`src/rtl/muldiv_seq.sv`:
```
// muldiv_seq: iterative MULT/MULTU/DIV/DIVU sequencer that owns the HI/LO pair.
// Optional macro MULDIV_FAST_MULT_EN selects a single-cycle multiply; default is radix-2 iterative.
module muldiv_seq #(
    parameter int WIDTH = 32
) (
    input  logic             clock,
    input  logic             reset,
    input  logic             i_start,
    input  logic [1:0]       i_op,
    input  logic [WIDTH-1:0] i_op1,
    input  logic [WIDTH-1:0] i_op2,
    input  logic             i_flush,
    input  logic             i_mthi,
    input  logic             i_mtlo,
    input  logic [WIDTH-1:0] i_wdata,
    output logic [WIDTH-1:0] o_hi,
    output logic [WIDTH-1:0] o_lo,
    output logic             o_busy,
    output logic             o_done,
    output logic             o_div_zero
);
    localparam int CW = $clog2(WIDTH);
    localparam logic [CW-1:0] CNT_LAST = CW'(WIDTH - 1);

    typedef enum logic [1:0] {
        S_IDLE = 2'd0,
        S_CALC = 2'd1,
        S_FIX  = 2'd2
    } state_t;

    function automatic logic [WIDTH-1:0] f_neg(input logic [WIDTH-1:0] v);
        return ~v + WIDTH'(1);
    endfunction

    function automatic logic [2*WIDTH-1:0] f_neg2(input logic [2*WIDTH-1:0] v);
        return ~v + (2*WIDTH)'(1);
    endfunction

    state_t             r_state;
    logic               r_busy;
    logic               r_done;
    logic               r_div_zero;
    logic [WIDTH-1:0]   r_hi;
    logic [WIDTH-1:0]   r_lo;
    logic [CW-1:0]      r_cnt;
    logic               r_is_div;
    logic               r_neg_lo;
    logic               r_neg_hi;
    logic               r_dz;
    logic [2*WIDTH-1:0] r_acc;
    logic [2*WIDTH-1:0] r_mcand;
    logic [WIDTH-1:0]   r_b;
    logic [WIDTH-1:0]   r_quo;
    logic [WIDTH-1:0]   r_rem;

    logic               w_signed;
    logic               w_s1;
    logic               w_s2;
    logic [WIDTH-1:0]   w_mag1;
    logic [WIDTH-1:0]   w_mag2;
    logic               w_op2_zero;
    logic [2*WIDTH-1:0] w_acc_add;
    logic [WIDTH:0]     w_rem_shift;
    logic [WIDTH:0]     w_rem_diff;
    logic               w_rem_ge;
    logic [2*WIDTH-1:0] w_prod;
    logic [WIDTH-1:0]   w_quo_fix;
    logic [WIDTH-1:0]   w_rem_fix;
`ifdef MULDIV_FAST_MULT_EN
    logic [2*WIDTH-1:0] w_fast_prod;
`endif

    // Operand magnitudes, one iteration step and the final sign correction.
    always_comb begin
        w_signed   = ~i_op[0];
        w_s1       = w_signed & i_op1[WIDTH-1];
        w_s2       = w_signed & i_op2[WIDTH-1];
        w_op2_zero = (i_op2 == {WIDTH{1'b0}});
        if (w_s1) begin
            w_mag1 = f_neg(i_op1);
        end else begin
            w_mag1 = i_op1;
        end
        if (w_s2) begin
            w_mag2 = f_neg(i_op2);
        end else begin
            w_mag2 = i_op2;
        end
        if (r_b[0]) begin
            w_acc_add = r_acc + r_mcand;
        end else begin
            w_acc_add = r_acc;
        end
        // Borrow out of the (WIDTH+1)-bit subtract means the divisor did not fit.
        w_rem_shift = {r_rem, r_quo[WIDTH-1]};
        w_rem_diff  = w_rem_shift - {1'b0, r_b};
        w_rem_ge    = ~w_rem_diff[WIDTH];
        if (r_neg_lo) begin
            w_prod    = f_neg2(r_acc);
            w_quo_fix = f_neg(r_quo);
        end else begin
            w_prod    = r_acc;
            w_quo_fix = r_quo;
        end
        if (r_neg_hi) begin
            w_rem_fix = f_neg(r_rem);
        end else begin
            w_rem_fix = r_rem;
        end
`ifdef MULDIV_FAST_MULT_EN
        w_fast_prod = {{WIDTH{1'b0}}, r_mcand[WIDTH-1:0]} * {{WIDTH{1'b0}}, r_b};
`endif
    end

    // Sequencer FSM with HI/LO and all status outputs registered.
    always_ff @(posedge clock or posedge reset) begin
        if (reset) begin
            r_state    <= S_IDLE;
            r_busy     <= 1'b0;
            r_done     <= 1'b0;
            r_div_zero <= 1'b0;
            r_hi       <= {WIDTH{1'b0}};
            r_lo       <= {WIDTH{1'b0}};
            r_cnt      <= {CW{1'b0}};
            r_is_div   <= 1'b0;
            r_neg_lo   <= 1'b0;
            r_neg_hi   <= 1'b0;
            r_dz       <= 1'b0;
            r_acc      <= {(2*WIDTH){1'b0}};
            r_mcand    <= {(2*WIDTH){1'b0}};
            r_b        <= {WIDTH{1'b0}};
            r_quo      <= {WIDTH{1'b0}};
            r_rem      <= {WIDTH{1'b0}};
        end else begin
            r_done     <= 1'b0;
            r_div_zero <= 1'b0;
            case (r_state)
                S_IDLE: begin
                    if (i_start && !i_flush) begin
                        r_is_div <= i_op[1];
                        r_neg_lo <= w_s1 ^ w_s2;
                        r_neg_hi <= i_op[1] ? w_s1 : (w_s1 ^ w_s2);
                        r_dz     <= i_op[1] & w_op2_zero;
                        r_cnt    <= {CW{1'b0}};
                        r_acc    <= {(2*WIDTH){1'b0}};
                        r_mcand  <= {{WIDTH{1'b0}}, w_mag1};
                        r_b      <= w_mag2;
                        r_quo    <= w_mag1;
                        r_rem    <= {WIDTH{1'b0}};
                        r_busy   <= 1'b1;
                        // Divide-by-zero skips the iterations and reports from FIX.
                        if (i_op[1] && w_op2_zero) begin
                            r_state <= S_FIX;
                        end else begin
                            r_state <= S_CALC;
                        end
                    end else if (!i_start) begin
                        if (i_mthi) begin
                            r_hi <= i_wdata;
                        end
                        if (i_mtlo) begin
                            r_lo <= i_wdata;
                        end
                    end
                end
                S_CALC: begin
                    if (i_flush) begin
                        r_state <= S_IDLE;
                        r_busy  <= 1'b0;
                    end else if (r_is_div) begin
                        if (w_rem_ge) begin
                            r_rem <= w_rem_diff[WIDTH-1:0];
                        end else begin
                            r_rem <= w_rem_shift[WIDTH-1:0];
                        end
                        r_quo <= {r_quo[WIDTH-2:0], w_rem_ge};
                        r_cnt <= r_cnt + CW'(1);
                        if (r_cnt == CNT_LAST) begin
                            r_state <= S_FIX;
                        end
                    end else begin
`ifdef MULDIV_FAST_MULT_EN
                        r_acc   <= w_fast_prod;
                        r_state <= S_FIX;
`else
                        r_acc   <= w_acc_add;
                        r_mcand <= r_mcand << 1;
                        r_b     <= r_b >> 1;
                        r_cnt   <= r_cnt + CW'(1);
                        if (r_cnt == CNT_LAST) begin
                            r_state <= S_FIX;
                        end
`endif
                    end
                end
                S_FIX: begin
                    r_state <= S_IDLE;
                    r_busy  <= 1'b0;
                    r_dz    <= 1'b0;
                    if (!i_flush) begin
                        r_done <= 1'b1;
                        if (r_dz) begin
                            r_div_zero <= 1'b1;
                        end else if (r_is_div) begin
                            r_hi <= w_rem_fix;
                            r_lo <= w_quo_fix;
                        end else begin
                            r_hi <= w_prod[2*WIDTH-1:WIDTH];
                            r_lo <= w_prod[WIDTH-1:0];
                        end
                    end
                end
                default: begin
                    r_state <= S_IDLE;
                    r_busy  <= 1'b0;
                    r_dz    <= 1'b0;
                end
            endcase
        end
    end

    assign o_hi       = r_hi;
    assign o_lo       = r_lo;
    assign o_busy     = r_busy;
    assign o_done     = r_done;
    assign o_div_zero = r_div_zero;

endmodule

```
`config.mk`:
```
export PLATFORM = sky130hd
export DESIGN_NAME = muldiv_seq
export DESIGN_NICKNAME = d
export VERILOG_FILES = /design/src/rtl/muldiv_seq.sv
export SDC_FILE = /design/constraint.sdc
export NUM_CORES = 1
export LEC_CHECK = 0
export CAP_MARGIN = 20
export CORE_AREA = 2 2 257 259
export CTS_CLUSTER_SIZE = 25
export DETAILED_ROUTE_END_ITERATION = 8
export DIE_AREA = 0 0 259 261
export DONT_BUFFER_PORTS = 1
export GPL_ROUTABILITY_DRIVEN = 0
export MAX_ROUTING_LAYER = met4
export SKIP_LAST_GASP = 1
export SYNTH_ARGS = -nofsm -noshare
export SYNTH_HDL_FRONTEND = slang
export SYNTH_SLANG_ARGS = --single-unit
```
`constraint.sdc`:
```
create_clock -name clock -period 12.5 [get_ports clock]
set_input_delay 3.125 -clock clock [delete_from_list [all_inputs] [get_ports clock]]
set_output_delay 3.125 -clock clock [all_outputs]
set_load 0.02 [all_outputs]
```
Run 1, the metal 3 layer:
Scale: 1 px per um. Cells faint in the background.
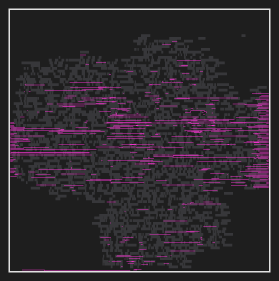
main direction: horizontal
longest straight run: 142 um
wire length on this layer: 5240 um
nets with wire on the layer: 281
share of all routed wire: 7.0%
total number of vias: 20500
final routed wirelength across all metal layers: 74.2 mm
M3 GR Usage: 4.04%

Run 1, sequential cells colored by netlist name:
Scale: 1.5 px per um.
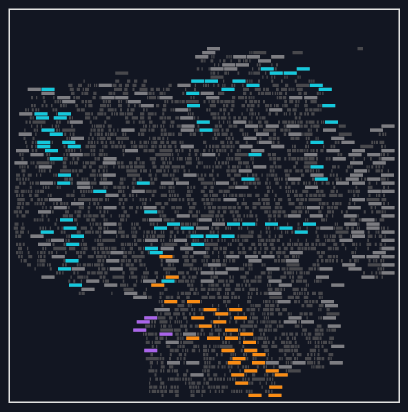
| color | signal | placed flops |
|---|---|---|
| cyan | r_mcand | 64 |
| purple | r_cnt | 5 |
| orange | r_b | 32 |
sequential-cell power consumption: 1540 uW
Storage cell area: 7560 sq um

Run 1, placed standard cells:
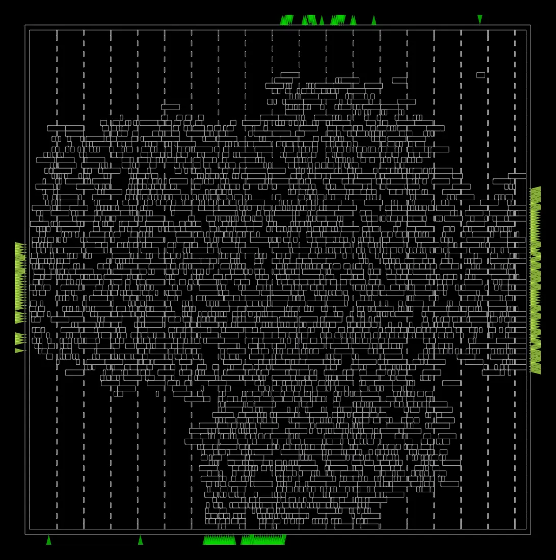
Row Count: 94
tally of filler cells in the layout: 6714
tapcells inserted: 864

Run 1, sizing map:
Scale: 1.5 px per um.
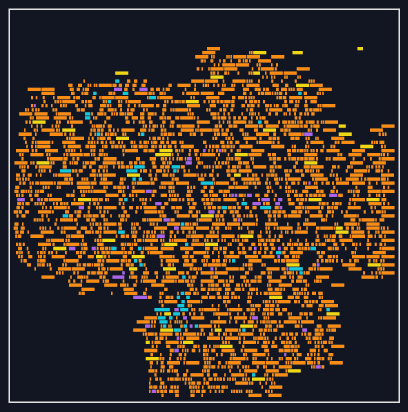
| color | size | cells | share | most used |
|---|---|---|---|---|
| orange | _0 and _1 cells | 2588 | 94% | nand2_1 |
| cyan | _3 and _4 cells | 55 | 2.0% | buf_4 |
| purple | _2 cells | 51 | 1.9% | or2_2 |
| yellow | _6 and larger | 51 | 1.9% | clkbuf_16 |
final setup margin: 6.67 ns
post-route cell area: 24400 sq um
Synth-to-Final Area Change: 8.77%

==> flow_results.xml, run 1 <==
<?xml version="1.0" encoding="UTF-8"?>
<metrics>
  <group name="finish">
    <metric name="post_route_cells_drive_above_1_share" unit="%">5.72</metric>
    <metric name="most_numerous_logic_cell_after_layout" unit="">sky130_fd_sc_hd__nand2_1</metric>
    <metric name="utilization" unit="%">37.6</metric>
    <metric name="final_cell_count_no_fill" unit="">3612</metric>
    <metric name="final_cell_mix" unit="">sky130_fd_sc_hd__nand2_1 (443), sky130_fd_sc_hd__o21ai_0 (330), sky130_fd_sc_hd__dfrtp_1 (300), sky130_fd_sc_hd__a21oi_1 (249), sky130_fd_sc_hd__nor2_1 (210)</metric>
  </group>
  <group name="grt">
    <metric name="grt_overflow_total" unit="">0</metric>
    <metric name="grt_use_met1" unit="%">30.7</metric>
    <metric name="grt_util_all_layers" unit="%">22.3</metric>
    <metric name="grt.met2_usage" unit="%">34.0</metric>
    <metric name="grt_antenna_before_repair" unit="">7</metric>
    <metric name="global_route.peak_usage_layer" unit="">met2</metric>
  </group>
  <group name="worst_setup_path">
    <metric name="worstPathMaxFanout" unit="">45</metric>
    <metric name="critical_path.startpoint" unit="">i_flush</metric>
    <metric name="crit_top_cell" unit="">sky130_fd_sc_hd__nor2_1</metric>
    <metric name="crit_path_start_kind" unit="">input port</metric>
    <metric name="worstSetupEndpoint" unit="">r_acc[37]$_DFFE_PP0P_</metric>
    <metric name="critical_path_buf_inv_count" unit="">1</metric>
    <metric name="setup.worst_path.end_class" unit="">flop</metric>
    <metric name="setup.worst_path.class" unit="">in -&gt; reg</metric>
    <metric name="r2r_start" unit="">r_b[0]$_DFFE_PP0P_</metric>
    <metric name="reg_to_reg_slack_setup" unit="ns">8.39</metric>
    <metric name="critical_path_cell_list" unit="">or3b_2 -&gt; nor2_1 -&gt; nor2_1 -&gt; a21oi_4 -&gt; buf_4 -&gt; o21ai_4 -&gt; nor2_1 -&gt; nand2_1 -&gt; a311o_1 -&gt; o211ai_1</metric>
    <metric name="worst-path-stages" unit="">10</metric>
    <metric name="critical_path.top_delay_family" unit="">simple AND/OR/NAND/NOR gates</metric>
    <metric name="reg2regPathDepth" unit="">13</metric>
    <metric name="critPathSlowestCell" unit="">sky130_fd_sc_hd__nor2_1</metric>
  </group>
  <group name="logic_synthesis">
    <metric name="synth.top_cells.by_area" unit="">sky130_fd_sc_hd__dfrtp_1 (34%), sky130_fd_sc_hd__nand2_1 (7.4%), sky130_fd_sc_hd__o21ai_0 (7.3%)</metric>
    <metric name="yosys-dominant-comb-family" unit="">AND-OR/OR-AND gates</metric>
    <metric name="ys_cells" unit="">2817</metric>
    <metric name="synth.avg_cell_area" unit="sq um">7.98</metric>
    <metric name="synth-seq-cells" unit="">302</metric>
    <metric name="ys_seq_share" unit="%">33.6</metric>
    <metric name="synth-compound-area-share" unit="%">24.5</metric>
    <metric name="xor_area_share" unit="%">9.78</metric>
    <metric name="ys_sh_simple" unit="%">20.1</metric>
    <metric name="synth_top_area_share" unit="%">33.6</metric>
    <metric name="synth_area_leader_cell" unit="">sky130_fd_sc_hd__dfrtp_1</metric>
    <metric name="ys_sh_mux" unit="%">2.16</metric>
    <metric name="yosysWarningCount" unit="">0</metric>
    <metric name="synth_dominant_cell_count" unit="">sky130_fd_sc_hd__nand2_1</metric>
    <metric name="adder_share" unit="%">5.86</metric>
    <metric name="netlist_instances" unit="">2817</metric>
    <metric name="asr_flop_ratio_synth" unit="%">100</metric>
    <metric name="flop_cell" unit="">sky130_fd_sc_hd__dfrtp_1</metric>
    <metric name="netlist-cell-type-count" unit="">88</metric>
    <metric name="synth-area-yosys" unit="sq um">22500</metric>
  </group>
  <group name="floorplan">
    <metric name="floorplanUtilization" unit="%">34.6</metric>
    <metric name="core" unit="sq um">65000</metric>
    <metric name="die_width" unit="um">259</metric>
    <metric name="die_area" unit="sq um">67600</metric>
  </group>
  <group name="pwr">
    <metric name="cellPowerDensity" unit="nW/um^2">197</metric>
    <metric name="pg_comb" unit="uW">2180</metric>
    <metric name="internal-power" unit="uW">2680</metric>
    <metric name="vdd_ir_drop_max" unit="uV">104</metric>
    <metric name="pwr.group.clock" unit="uW">1090</metric>
    <metric name="netSwitchingFraction" unit="%">44.3</metric>
    <metric name="power.static_leakage" unit="uW">0.0104</metric>
    <metric name="share_comb_of_total_power" unit="%">45.3</metric>
    <metric name="p_clk_share" unit="%">22.7</metric>
    <metric name="power.largest_group" unit="">combinational cells</metric>
  </group>
  <group name="final_timing">
    <metric name="max_freq" unit="GHz">0.172</metric>
    <metric name="layout_worst_path_cycle_share" unit="%">46.6</metric>
    <metric name="final.setup.tns" unit="ns">0</metric>
    <metric name="slew_viol_final" unit="">0</metric>
    <metric name="hold_viol_final" unit="">0</metric>
    <metric name="worst-slew-pin-transition" unit="ns">1.15</metric>
    <metric name="hold-worst-slack" unit="ns">0.502</metric>
    <metric name="setup_viol_count_final" unit="">0</metric>
    <metric name="finalWorstPathRequiredPeriod" unit="ns">5.83</metric>
  </group>
  <group name="flow_run">
    <metric name="warning_count" unit="">29</metric>
    <metric name="timing.max_cap.violations" unit="">0</metric>
  </group>
  <group name="clock_network">
    <metric name="cts_made_buffers" unit="">38</metric>
    <metric name="clock_insertion_delay_worst_skew" unit="ns">0.57</metric>
    <metric name="clock_tree.htree_level_count" unit="">2</metric>
    <metric name="cts-resized-gates" unit="">0</metric>
    <metric name="cts_hold_buffers" unit="">0</metric>
    <metric name="cts_tree" unit="">yes</metric>
    <metric name="clk_pin_slew" unit="ns">0.06</metric>
    <metric name="clock-root-buffer" unit="">sky130_fd_sc_hd__clkbuf_16</metric>
    <metric name="numClockSinks" unit="">302</metric>
  </group>
  <group name="worst_hold_path">
    <metric name="hold_class" unit="">reg -&gt; reg</metric>
    <metric name="worst_hold_path.endpoint" unit="">r_mcand[48]$_DFFE_PP0P_</metric>
    <metric name="hold_crit_depth" unit="">2</metric>
  </group>
  <group name="detailed_routing">
    <metric name="detailed_routing_iterations_pass_1" unit="">5</metric>
    <metric name="maxUsedRoutingLayer" unit="">met4</metric>
    <metric name="detail_routed_net_length_per_standard_cell" unit="um">20.6</metric>
    <metric name="drtIter0Drc" unit="">2000</metric>
    <metric name="vias_per_cell" unit="">5.69</metric>
    <metric name="drc_errors" unit="">0</metric>
    <metric name="drt-met1-wl" unit="mm">34.5</metric>
  </group>
  <group name="place">
    <metric name="place.detailed.instances" unit="">3542</metric>
    <metric name="dpl_cell_area" unit="sq um">23200</metric>
    <metric name="hpwl" unit="mm">55.1</metric>
    <metric name="input_output_buffers" unit="">0</metric>
  </group>
  <group name="status">
    <metric name="run_status" unit="">completed</metric>
  </group>
</metrics>
==> run 1: final cells by class <==
| cell class | instances | area (sq um) |
|---|---|---|
| inverter | 70 | 270 |
| antenna | 3 | 7.51 |
| sequential | 302 | 7560 |
| fill | 6714 | 40600 |
| timing repair buffer | 26 | 220 |
| clock buffer | 50 | 1070 |
| multi-input combinational | 2282 | 14100 |
| tap | 864 | 1080 |
| clock inverter | 15 | 131 |
==> run 1: sequential cells by signal, indices dropped and copies added (netlist names) <==
name and count:
o_done 1, r_acc 64, r_state 2, r_neg_hi 1, o_hi 32, r_neg_lo 1, r_quo 32, o_lo 32
r_dz 1, r_cnt 5, r_b 32, r_is_div 1, r_rem 32, o_div_zero 1, r_mcand 64, o_busy 1
## Run 2: what changed since run 1
==> constraint.sdc (replaced) <==
create_clock -name clock -period 5.8 [get_ports clock]
set_input_delay 1.45 -clock clock [delete_from_list [all_inputs] [get_ports clock]]
set_output_delay 1.45 -clock clock [all_outputs]
set_load 0.02 [all_outputs]
==> run 2 against run 1 <==
- hold slack got worse by 0.0026 ns
- clock power increased by 130%
- clock skew about the same
- total power increased by 120%
- combinational power increased by 120%
- critical path type is now reg -> reg
- critical endpoint is now r_rem[31]$_DFFE_PP0P_
==> flow_results.xml, run 2 <==
<?xml version="1.0" encoding="UTF-8"?>
<metrics>
  <group name="pwr">
    <metric name="power_frac_seq" unit="%">31.4</metric>
    <metric name="pg_comb" unit="uW">4700</metric>
    <metric name="p_clk_share" unit="%">24.2</metric>
    <metric name="pwr.group.clock" unit="uW">2560</metric>
    <metric name="internal-power" unit="uW">5990</metric>
    <metric name="vdd_ir_drop_max" unit="uV">206</metric>
    <metric name="sequential_cell_power_consumption" unit="uW">3320</metric>
    <metric name="cellPowerDensity" unit="nW/um^2">430</metric>
    <metric name="power.static_leakage" unit="uW">0.0105</metric>
    <metric name="netSwitchingFraction" unit="%">43.4</metric>
    <metric name="power.largest_group" unit="">combinational cells</metric>
    <metric name="power.net_switching" unit="uW">4600</metric>
    <metric name="share_comb_of_total_power" unit="%">44.4</metric>
  </group>
  <group name="clock_network">
    <metric name="clock-root-buffer" unit="">sky130_fd_sc_hd__clkbuf_16</metric>
    <metric name="numClockSinks" unit="">302</metric>
    <metric name="cts.path.max_buffers" unit="">3</metric>
    <metric name="clock_insertion_delay_worst_skew" unit="ns">0.58</metric>
    <metric name="clock_tree.htree_level_count" unit="">2</metric>
    <metric name="cts_made_buffers" unit="">39</metric>
    <metric name="clk_pin_slew" unit="ns">0.06</metric>
    <metric name="cts-resized-gates" unit="">0</metric>
    <metric name="cts_hold_buffers" unit="">0</metric>
    <metric name="post_cts_setup_buffers" unit="">0</metric>
    <metric name="cts_tree" unit="">yes</metric>
  </group>
  <group name="floorplan">
    <metric name="fp.dieH" unit="um">261</metric>
    <metric name="core" unit="sq um">65000</metric>
    <metric name="floorplanUtilization" unit="%">34.6</metric>
    <metric name="fp-row-count" unit="">94</metric>
    <metric name="die_area" unit="sq um">67600</metric>
    <metric name="io_pins" unit="">171</metric>
    <metric name="die_width" unit="um">259</metric>
  </group>
  <group name="finish">
    <metric name="design.final.nets" unit="">2931</metric>
    <metric name="final_cell_mix" unit="">sky130_fd_sc_hd__nand2_1 (443), sky130_fd_sc_hd__o21ai_0 (330), sky130_fd_sc_hd__dfrtp_1 (300), sky130_fd_sc_hd__a21oi_1 (249), sky130_fd_sc_hd__nor2_1 (210)</metric>
    <metric name="antennaDiodeCount" unit="">0</metric>
    <metric name="most_numerous_logic_cell_after_layout" unit="">sky130_fd_sc_hd__nand2_1</metric>
    <metric name="final_cell_count_no_fill" unit="">3617</metric>
    <metric name="largestRegisters" unit="">r_acc x64, r_mcand x64</metric>
    <metric name="synthToLayoutAreaGrowth" unit="%">9.42</metric>
    <metric name="post_route_cells_drive_above_1_share" unit="%">5.92</metric>
  </group>
  <group name="detailed_routing">
    <metric name="vias_per_cell" unit="">5.68</metric>
    <metric name="drc_errors" unit="">0</metric>
    <metric name="drtIter0Drc" unit="">1731</metric>
    <metric name="detail_routed_net_length_per_standard_cell" unit="um">20.5</metric>
    <metric name="met3_wirelength" unit="mm">5.40</metric>
    <metric name="drt-met1-wl" unit="mm">34.4</metric>
    <metric name="via_count" unit="">20500</metric>
    <metric name="detailed_routing_iterations_pass_1" unit="">5</metric>
    <metric name="final_routed_wirelength_across_all_metal_layers" unit="mm">74.1</metric>
    <metric name="detailroute.wirelength.met2" unit="mm">32.5</metric>
    <metric name="maxUsedRoutingLayer" unit="">met4</metric>
  </group>
  <group name="worst_setup_path">
    <metric name="worstPathMaxFanout" unit="">23</metric>
    <metric name="cp.arrival" unit="ns">4.62</metric>
    <metric name="setup.worst_path.class" unit="">reg -&gt; reg</metric>
    <metric name="worst_path_largest_cell_delay" unit="ns">0.81</metric>
    <metric name="setup.worst_path.end_class" unit="">flop</metric>
    <metric name="critical_path.startpoint" unit="">r_b[0]$_DFFE_PP0P_</metric>
    <metric name="reg2regPathDepth" unit="">13</metric>
    <metric name="timing.critical_path.required" unit="ns">6.24</metric>
    <metric name="reg_to_reg_slack_setup" unit="ns">1.62</metric>
    <metric name="critical_path.top_delay_family" unit="">AND-OR/OR-AND gates</metric>
    <metric name="worst-path-stages" unit="">13</metric>
    <metric name="worstSetupEndpoint" unit="">r_rem[31]$_DFFE_PP0P_</metric>
    <metric name="critical_path_cell_list" unit="">ha_1 -&gt; fa_1 -&gt; nor2b_1 -&gt; o31a_1 -&gt; o21ai_1 -&gt; o21ai_1 -&gt; a211oi_2 -&gt; o2111ai_1 -&gt; nand2_1 -&gt; o311ai_4 -&gt; buf_12 -&gt; mux2i_1 -&gt; o22ai_1</metric>
    <metric name="critPathSlowestCell" unit="">sky130_fd_sc_hd__o311ai_4</metric>
    <metric name="r2r_start" unit="">r_b[0]$_DFFE_PP0P_</metric>
    <metric name="crit_top_cell" unit="">sky130_fd_sc_hd__o21ai_1</metric>
    <metric name="worstReg2RegEnd" unit="">r_rem[31]$_DFFE_PP0P_</metric>
    <metric name="critical_path_buf_inv_count" unit="">1</metric>
    <metric name="crit_path_start_kind" unit="">flop</metric>
  </group>
  <group name="flow_run">
    <metric name="timing.max_cap.violations" unit="">0</metric>
    <metric name="warning_count" unit="">32</metric>
  </group>
  <group name="logic_synthesis">
    <metric name="synth-seq-cells" unit="">302</metric>
    <metric name="asr_flop_ratio_synth" unit="%">100</metric>
    <metric name="synth_top_area_share" unit="%">33.6</metric>
    <metric name="flop_cell" unit="">sky130_fd_sc_hd__dfrtp_1</metric>
    <metric name="netlist-cell-type-count" unit="">88</metric>
    <metric name="synth_nets" unit="">3025</metric>
    <metric name="synth.cell_area" unit="sq um">22500</metric>
    <metric name="synth_area_leader_cell" unit="">sky130_fd_sc_hd__dfrtp_1</metric>
    <metric name="common_cells" unit="">sky130_fd_sc_hd__nand2_1 (444), sky130_fd_sc_hd__o21ai_0 (330), sky130_fd_sc_hd__dfrtp_1 (302)</metric>
    <metric name="yosysWarningCount" unit="">0</metric>
    <metric name="synth-area-yosys" unit="sq um">22500</metric>
    <metric name="synth.top_cells.by_area" unit="">sky130_fd_sc_hd__dfrtp_1 (34%), sky130_fd_sc_hd__nand2_1 (7.4%), sky130_fd_sc_hd__o21ai_0 (7.3%)</metric>
    <metric name="synth_dominant_cell_count" unit="">sky130_fd_sc_hd__nand2_1</metric>
    <metric name="synth.avg_cell_area" unit="sq um">7.98</metric>
    <metric name="netlist_instances" unit="">2817</metric>
    <metric name="ys_seq_share" unit="%">33.6</metric>
    <metric name="ys_cells" unit="">2817</metric>
  </group>
  <group name="grt">
    <metric name="grt_antenna_before_repair" unit="">4</metric>
    <metric name="via_count_of_the_first_global_routing_pass" unit="">19100</metric>
    <metric name="grt.met2_usage" unit="%">33.7</metric>
    <metric name="grt_start_max_net_pins" unit="">130</metric>
    <metric name="globalRouteMet3Util" unit="%">3.69</metric>
    <metric name="global_route.peak_usage_layer" unit="">met2</metric>
    <metric name="first_pass_grt_wire_length" unit="mm">116</metric>
    <metric name="grt_util_all_layers" unit="%">22.4</metric>
    <metric name="grt_overflow_total" unit="">0</metric>
    <metric name="grt_use_met1" unit="%">31.3</metric>
  </group>
  <group name="final_timing">
    <metric name="layout_worst_path_cycle_share" unit="%">72.1</metric>
    <metric name="slew_viol_final" unit="">0</metric>
    <metric name="worst-slew-pin-transition" unit="ns">1.20</metric>
    <metric name="final.setup.tns" unit="ns">0</metric>
    <metric name="rsz0062_at_grt" unit="">no</metric>
    <metric name="max_freq" unit="GHz">0.239</metric>
    <metric name="finalWorstPathRequiredPeriod" unit="ns">4.18</metric>
    <metric name="finalClockSkew" unit="ns">0.0292</metric>
    <metric name="hold_viol_final" unit="">0</metric>
    <metric name="setup_viol_count_final" unit="">0</metric>
    <metric name="hold-worst-slack" unit="ns">0.499</metric>
    <metric name="timing.final.ws_setup" unit="ns">1.62</metric>
    <metric name="max_slew_margin" unit="%">19.7</metric>
  </group>
  <group name="place">
    <metric name="input_output_buffers" unit="">0</metric>
    <metric name="hpwl" unit="mm">55.2</metric>
    <metric name="place.detailed.instances" unit="">3545</metric>
    <metric name="dpl_cell_area" unit="sq um">23300</metric>
  </group>
  <group name="worst_hold_path">
    <metric name="hold_path.startpoint" unit="">r_mcand[45]$_DFFE_PP0P_</metric>
    <metric name="hold_class" unit="">reg -&gt; reg</metric>
    <metric name="worst_hold_path.endpoint" unit="">r_mcand[45]$_DFFE_PP0P_</metric>
    <metric name="hold_crit_depth" unit="">2</metric>
  </group>
  <group name="status">
    <metric name="run_status" unit="">completed</metric>
  </group>
</metrics>
[run 2: cell counts after synthesis]
No cell type changed its count.
[run 2: layout make-up]
cell class / count / area (sq um)
Clock buffer: 55 / 1130
Clock inverter: 16 / 199
Fill cell: 6673 / 40500
Inverter: 70 / 267
Multi-Input combinational cell: 2282 / 14100
Sequential cell: 302 / 7560
Tap cell: 864 / 1080
Timing Repair Buffer: 28 / 248
[run 2: cell families (layout without fill, tap and decap cells)]
group           Yosys count  in the layout  synth area share [%]
simple gates            971            971                  20.1
compound gates          909            909                  24.5
flops                   302            302                  33.6
xor+xnor                251            251                  9.78
buf+inv                 233            169                  4.01
fa+ha+maj               104            104                  5.86
mux                      47             47                  2.16
Run 2, cell classes on the final placement:
Scale: 2 px per um.
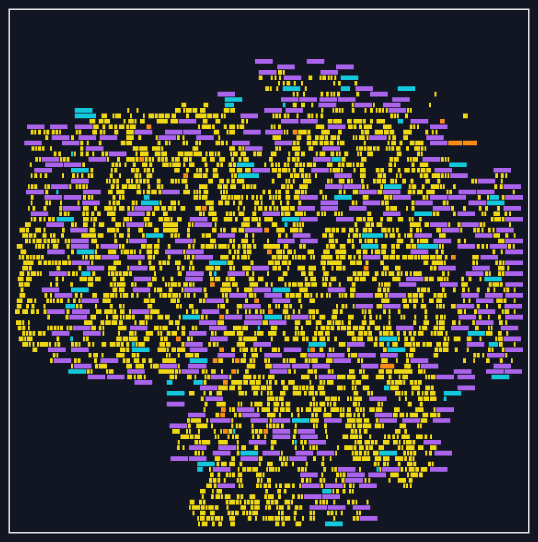
| color | class | cells | share of their area |
|---|---|---|---|
| orange | remaining buffers and delay cells | 28 | 1.1% |
| cyan | clock drivers and dummy loads | 71 | 5.6% |
| purple | sequential cells | 302 | 32% |
| yellow | combinational and other logic | 2352 | 61% |
final standard cell utilization of the core: 37.8%
sequential share of cell area: 30.8%
post-route cell area: 24600 sq um

Power is estimated from default activity; no workload was simulated.
